==> config.mk <==
export PLATFORM = sky130hd
export DESIGN_NAME = pc_fetch_unit
export DESIGN_NICKNAME = d
export VERILOG_FILES = /design/src/rtl/pc_fetch_unit.sv
export SDC_FILE = /design/constraint.sdc
export NUM_CORES = 1
export LEC_CHECK = 0
export ABC_AREA = 0
export CAP_MARGIN = 20
export CORE_MARGIN = 2
export CORE_UTILIZATION = 40
export CTS_CLUSTER_SIZE = 20
export DETAILED_ROUTE_END_ITERATION = 8
export PLACE_DENSITY = 0.72
export SKIP_LAST_GASP = 1
export SYNTH_ARGS = -nofsm -noshare
export SYNTH_HDL_FRONTEND = slang
export SYNTH_SLANG_ARGS = --single-unit
export TNS_END_PERCENT = 100
==> constraint.sdc <==
create_clock -name clk -period 5.77 [get_ports clk]
set_clock_uncertainty 0.2 [all_clocks]
set_input_delay 1.731 -clock clk [delete_from_list [all_inputs] [get_ports clk]]
set_output_delay 1.731 -clock clk [all_outputs]
set_load 0.02 [all_outputs]
==> images/closeup.png <==
Region (37, 16) to (67, 46) um. Cells in grey, sequential cells in the stronger grey; small squares are vias.
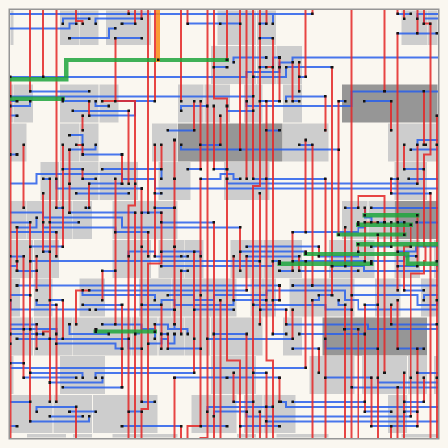
colour	layer
blue	M1
red	M2
green	M3
orange	M4
cells with their middle in the window	73
sequential cells in the window	3
most frequent	nor2_1 (10), a21oi_1 (10), nand2_1 (8)

==> images/gates.png <==
Drawn at 6 px/um.
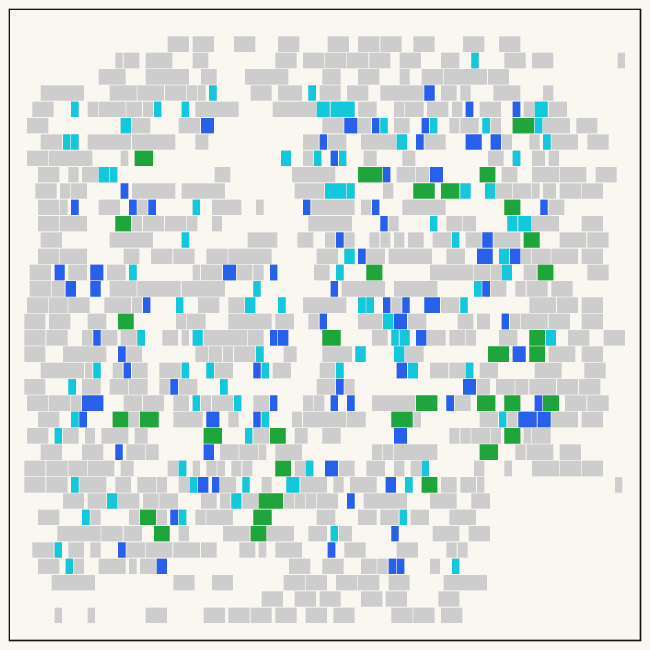
colour	family	cells
cyan	nor cells	89
blue	nand cells	80
green	non-inverting ao/oa cells	34
Final Non-Filler Cells: 796
fraction of area in multi-input gates: 0.5713
dominant logic cell type in the layout: clkdlybuf4s50_1

==> impl_metrics.json <==
{
  "cts_root_buf": "clkbuf_8",
  "cp-end-kind": "primary output",
  "clkPwrFrac": 0.185,
  "drc": 0,
  "ys_warn_count": 0,
  "post-dp-hpwl_um": 10220,
  "worst_path_largest_cell_delay_ns": 0.68,
  "ys_seq_frac": 0.1718,
  "numSequentialCells": 35,
  "synth_flops": 35,
  "gp_congestion": 0.9340,
  "leakage_nw": 2.164,
  "drtIter0Drc": 171,
  "vias": 4456,
  "slowest_stage": "clkdlybuf4s50_1",
  "synthTopLogicFamily": "AND-OR/OR-AND gates",
  "grt_max_degree": 36,
  "path_common_cell": "or3_1",
  "ys_sh_xor": 0.1006,
  "log.warning_count": 44,
  "syn-cell-area_um2": 4078,
  "setup_viol_count_final": 0,
  "finalNetCount": 774,
  "drv_slew": 0,
  "hold_violations": 0,
  "yosys_area_um2": 4078,
  "clock_sinks": 35,
  "antenna_left": 0,
  "synthTopCellsByArea": "dfxtp_1, ha_1, a21oi_1, nor2_1, xnor2_1",
  "crit_buf_inv": 1,
  "cp_top_family": "simple AND/OR/NAND/NOR gates",
  "wl_per_cell_um": 16.45,
  "fmax_mhz": 183.7,
  "layout-drive-gt1-share": 0.04374,
  "dr_wl_met3_um": 948,
  "bufAreaShareNonClock": 0.2410,
  "grt_use_met1": 0.2851,
  "grt_pass1_vias": 4340,
  "largestPowerGroup": "combinational cells",
  "p_int_uw": 596.1,
  "reg2regPathDepth": 17,
  "numPortBuffers": 126,
  "synth-edff-count": 0,
  "comb_cells": 469,
  "n_tap_cell": 133,
  "die_x_um": 105.0,
  "ios": 139,
  "start_kind": "register",
  "grt.busiest_layer": "met2",
  "async_flop_share": 0,
  "seq_share": 0.1285,
  "slew_headroom": 0.3780,
  "areaGrowthSynthToFinish_pct": 33.69,
  "syn_area_per_cell_um2": 7.400,
  "tns_ns": 0,
  "met2_usage": 0.4174,
  "htreeDepth": 2,
  "met2_length_um": 6354,
  "grt_pass1_wl_um": 21330,
  "use_met3": 0.05365,
  "antenna_found_initial": 0,
  "cp_max_fo": 6,
  "ff_latch_area_um2": 700.7,
  "hold_buffers": 0,
  "path_clk_slew_ns": 0.08,
  "top_cell": "nor2_1",
  "num-nonclk-buffers": 133,
  "switchingPower_uw": 431.4,
  "period_needed_ns": 5.444,
  "dieArea_um2": 11020,
  "cp_cell_sequence": "nand3_2, or3_1, or3_1, nor3_1, and2_1, xor2_1, clkdlybuf4s50_1",
  "synth.largest_area_cell": "dfxtp_1",
  "grt_use_total": 0.2345,
  "p_comb_frac": 0.517,
  "routed.top_layer": "met4",
  "top_area_frac": 0.1718,
  "path_depth": 7,
  "mux_share": 0.02485,
  "insertedDiodeCount": 0,
  "p_comb_uw": 531,
  "worst_slew_pin_slew_ns": 0.9300,
  "synth-compound-area-share": 0.2801,
  "rsz0062_at_grt": "false",
  "comb_area_um2": 3114,
  "vias_per_cell": 5.598,
  "power_density_nw_per_um2": 188.5,
  "nNonClkInverters": 18,
  "clock_area_frac": 0.01630,
  "fillerInstances": 971,
  "crit_required_ns": 3.84,
  "place_inst": 788,
  "power_sequential_uw": 306,
  "rrSetupSlack_ns": 1.06,
  "firstDrtPassIters": 5,
  "min_path_type": "reg -> reg",
  "rows": 36,
  "syn_inst": 551,
  "cts_max_path_buffers": 2,
  "clock_buffers": 5,
  "largest_register_ffs": 30,
  "total_power_mw": 1.028,
  "p_sw_frac": 0.4199,
  "die_h_um": 105.0,
  "cts_tree": "yes",
  "cp.arrival_ns": 3.51,
  "wl_um": 13100,
  "vdd_drop_max_mv": 0.1335,
  "common_cells": "nor2_1, a21oi_1, nand2_1, ha_1, dfxtp_1",
  "area_dominant_class": "multi-input combinational cells",
  "cts_setup_buffers": 0,
  "coreArea_um2": 9819,
  "min_path_cells": 2,
  "status": "finished clean",
  "utilization": 0.5552,
  "path_class": "reg -> out",
  "synth_adder_area_share": 0.1307,
  "wl_met1_um": 5615,
  "cts_resized": 0,
  "pg_clk_uw": 190,
  "synth-simple-area-share": 0.2237,
  "period_used_share": 0.9435,
  "clk_latency_ns": 0.29,
  "synth-main-ff-cell": "dfxtp_1",
  "seqPwrFrac": 0.298,
  "overflow": 0,
  "numCtsBuffers": 5,
  "fp_util": 0.4153
}
through the flow:
stage	hold slack (ns)	worst slack, ns	area [um2]
6_report	0.2996	0.3263	5451
4_1_cts	0.2998	0.3448	5451
3_5_place_dp	0.2689	0.4876	5363
3_3_place_gp	0.2608	0.5174	5363
5_1_grt	0.3336	0.1440	5451
2_1_floorplan	0.3630	1.172	4089
cell usage in the layout (no fill, tap or decap), types with 6 or more instances in the layout:
cell and instances:
nand2b_1 6, and3_1 7, o21ai_0 27, nor3_1 20
xor2_1 20, a21o_1 10, xnor2_1 25, a211o_1 6
a21oi_1 57, clkdlybuf4s50_1 126, buf_4 7, nor2_1 63
nand3_1 14, inv_1 16, ha_1 41, a211oi_1 15
o21a_1 9, nand2_1 49, dfxtp_1 35, o211ai_1 14
mux2i_1 9
